`src/rtl/vga_ctrl.sv`:
```
// vga_ctrl: 640x480@60 raster timing, framebuffer read coordinates, registered RGB/sync outputs.
// Optional macro VGA_TEST_PATTERN_EN replaces pix_data with internally generated colour bars.
module vga_ctrl #(
  parameter int CLK_DIV  = 2,
  parameter int H_ACTIVE = 640,
  parameter int H_FP     = 16,
  parameter int H_SYNC   = 96,
  parameter int H_BP     = 48,
  parameter int V_ACTIVE = 480,
  parameter int V_FP     = 10,
  parameter int V_SYNC   = 2,
  parameter int V_BP     = 33
) (
  input  logic       clk,
  input  logic       rst,
  output logic [9:0] x_addr,
  output logic [9:0] y_addr,
  input  logic [8:0] pix_data,
  output logic [2:0] red,
  output logic [2:0] green,
  output logic [2:0] blue,
  output logic       hSync,
  output logic       vSync,
  output logic       active,
  output logic       frame_start
);

  localparam int H_TOTAL = H_ACTIVE + H_FP + H_SYNC + H_BP;
  localparam int V_TOTAL = V_ACTIVE + V_FP + V_SYNC + V_BP;
  localparam int DW      = (CLK_DIV > 2) ? $clog2(CLK_DIV) : 1;

  localparam logic [DW-1:0] DIV_LAST = DW'(CLK_DIV - 1);
  localparam logic [9:0]    H_LAST   = 10'(H_TOTAL - 1);
  localparam logic [9:0]    V_LAST   = 10'(V_TOTAL - 1);
  localparam logic [10:0]   H_VIS    = 11'(H_ACTIVE);
  localparam logic [10:0]   V_VIS    = 11'(V_ACTIVE);
  localparam logic [10:0]   HS_BEG   = 11'(H_ACTIVE + H_FP);
  localparam logic [10:0]   HS_END   = 11'(H_ACTIVE + H_FP + H_SYNC);
  localparam logic [10:0]   VS_BEG   = 11'(V_ACTIVE + V_FP);
  localparam logic [10:0]   VS_END   = 11'(V_ACTIVE + V_FP + V_SYNC);

  logic [DW-1:0] div;
  logic [9:0]    h;
  logic [9:0]    v;
  logic          pix_tick;
  logic          vis;
  logic          hs_on;
  logic          vs_on;
  logic [8:0]    col;

  assign pix_tick = (div == DIV_LAST);
  assign x_addr   = h;
  assign y_addr   = v;

  always_comb begin
    vis   = ({1'b0, h} < H_VIS) && ({1'b0, v} < V_VIS);
    hs_on = ({1'b0, h} >= HS_BEG) && ({1'b0, h} < HS_END);
    vs_on = ({1'b0, v} >= VS_BEG) && ({1'b0, v} < VS_END);
`ifdef VGA_TEST_PATTERN_EN
    // Eight 64-pixel bars; bar index bits select full-scale R, G, B.
    col = {{3{h[8]}}, {3{h[7]}}, {3{h[6]}}};
`else
    col = pix_data;
`endif
  end

  always_ff @(posedge clk) begin
    if (rst) begin
      div         <= '0;
      h           <= '0;
      v           <= '0;
      red         <= '0;
      green       <= '0;
      blue        <= '0;
      hSync       <= 1'b1;
      vSync       <= 1'b1;
      active      <= 1'b0;
      frame_start <= 1'b0;
    end else begin
      frame_start <= 1'b0;
      if (pix_tick) begin
        div <= '0;
        if (h == H_LAST) begin
          h <= '0;
          v <= (v == V_LAST) ? 10'd0 : v + 10'd1;
        end else begin
          h <= h + 10'd1;
        end
        // Outputs register the pixel addressed by the counters before they advance.
        {red, green, blue} <= vis ? col : 9'd0;
        hSync       <= ~hs_on;
        vSync       <= ~vs_on;
        active      <= vis;
        frame_start <= (h == 10'd0) && (v == 10'd0);
      end else begin
        div <= div + DW'(1);
      end
    end
  end

endmodule

```
`config.mk`:
```
export PLATFORM = sky130hd
export DESIGN_NAME = vga_ctrl
export DESIGN_NICKNAME = d
export VERILOG_FILES = /design/src/rtl/vga_ctrl.sv
export SDC_FILE = /design/constraint.sdc
export NUM_CORES = 1
export LEC_CHECK = 0
export CAP_MARGIN = 20
export CORE_ASPECT_RATIO = 0.75
export CORE_MARGIN = 4
export CORE_UTILIZATION = 44
export CTS_BUF_LIST = sky130_fd_sc_hd__clkbuf_4
export DETAILED_ROUTE_END_ITERATION = 8
export GPL_ROUTABILITY_DRIVEN = 0
export PLACE_DENSITY = 0.74
export RECOVER_POWER = 50
export SYNTH_ARGS = -nofsm -noshare
export SYNTH_HDL_FRONTEND = slang
export SYNTH_SLANG_ARGS = --single-unit
```
`constraint.sdc`:
```
create_clock -name clk -period 1.99 [get_ports clk]
set_clock_uncertainty 0.1 [all_clocks]
set_input_delay 0.2985 -clock clk [delete_from_list [all_inputs] [get_ports clk]]
set_output_delay 0.2985 -clock clk [all_outputs]
set_load 0.01 [all_outputs]
```
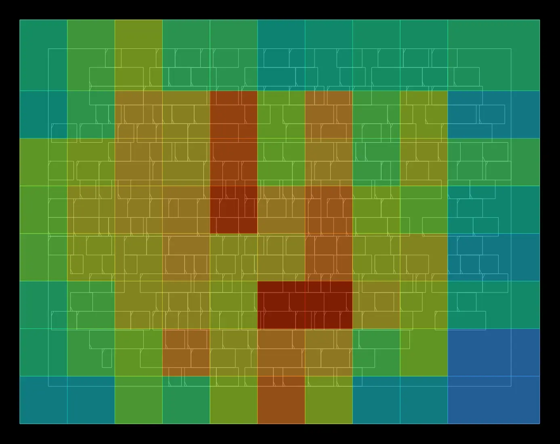
(congestion heat map)
met3 usage in global routing: 0.0546
all-layer global routing usage: 0.202
met2 GRT Util: 0.296
fin util: 0.701
WL/cell: 16.1 µm

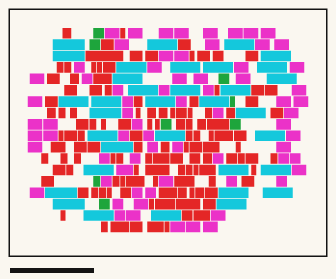
(placement by cell class)
Scale bar: 20 µm.
- green: clock drivers and dummy loads (cells 8)
- red: combinational and other logic (cells 122)
- magenta: other buffers and delay cells (cells 70)
- cyan: flops (cells 34)
Design Area, Final: 0.00230 mm²
area inside the core boundary: 0.00329 mm²
placement row count: 18
flop share of the area: 0.299

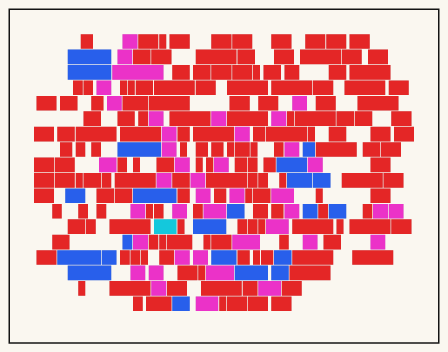
(drive-strength map)
- blue: _2 cells (cells 22; share 9.4%)
- red: _0 and _1 cells (cells 170; share 73%)
- cyan: _6 and larger (cells 1; share 0.43%)
- magenta: _3 and _4 cells (cells 41; share 18%)
count of plain and timing-repair buffers: 70
Area growth syn-to-layout: 53.4%
Worst Setup Slack, final: -0.0137 ns

==> ci_impl_report.md <==
## Implementation flow summary

| Metric | Value |
|---|---|
| CP Depth | 5 |
| Top achievable clock speed | around 500 MHz |
| Share of the synthesized area in the top cell type | 0.453 |
| Vias per inst | 5.73 |
| Outcome | finished with violations |
| Peak supply drop | 0.414 mV |
| Pins over their slew limit | 0 |
| Total area of sequential cells | about 690 µm² |
| Failing checks | negative setup slack |
| End of the worst register-to-register path | y_addr[8]$_SDFFE_PP0P_ |
| Cell breakdown of the critical path | ha_4 > nand4_1 > or4_4 > or4_4 > a21oi_2 |
| Clock root buffer | sky130_fd_sc_hd__clkbuf_4 |
| Number of antenna cells inserted | 0 |
| Number of failing setup endpoints in the final timing report | 2 |
| Critical path endpoint category | register |
| Clock tree from TritonCTS | yes |
| Min-delay src | active$_SDFFE_PP0P_ |
| Top cells by area, synth | sky130_fd_sc_hd__dfxtp_1 (45%), sky130_fd_sc_hd__a22o_1 (5.2%), sky130_fd_sc_hd__xor2_1 (4.1%) |
| Master of the slowest instance on the critical path | sky130_fd_sc_hd__or4_4 |
| Worst Setup Slack, final | -0.0137 ns |
| Fraction of synthesized area in multiplexers | 0 |
| Starting DRC count in detailed routing | approximately 130 |
| Post-CTS Repair Setup Buffers | 1 |
| Remaining routing DRC violations | 0 |
| Cts bufs inserted | 5 |
| Crit path from | x_addr[1]$_SDFFE_PP0P_ |
| Wire length on met2 | 2.03 mm |
[state kept, by name (all words and copies together), names as in the netlist]
name / cells
blue: 3
div: 1
frame_start: 1
red: 3
y_addr: 10
green: 3
x_addr: 10
vSync: 1
hSync: 1
active: 1
[final cells by class]
type	instances	area share
Clock buffer	6	0.0196
Clock inverter	2	0.00380
Inverter	6	0.00978
Multi-Input combinational cell	116	0.370
Sequential cell	34	0.299
Tap cell	40	0.0217
Timing Repair Buffer	70	0.276
[where the power goes]
group	total [W]	internal, W	switching, W
logic	0.000122	0.0000709	0.0000515
registers	0.000709	0.000699	0.0000103
clock network	0.000379	0.000146	0.000233
total	0.00121	0.000916	0.000294
Power and IR drop assume default switching activity.
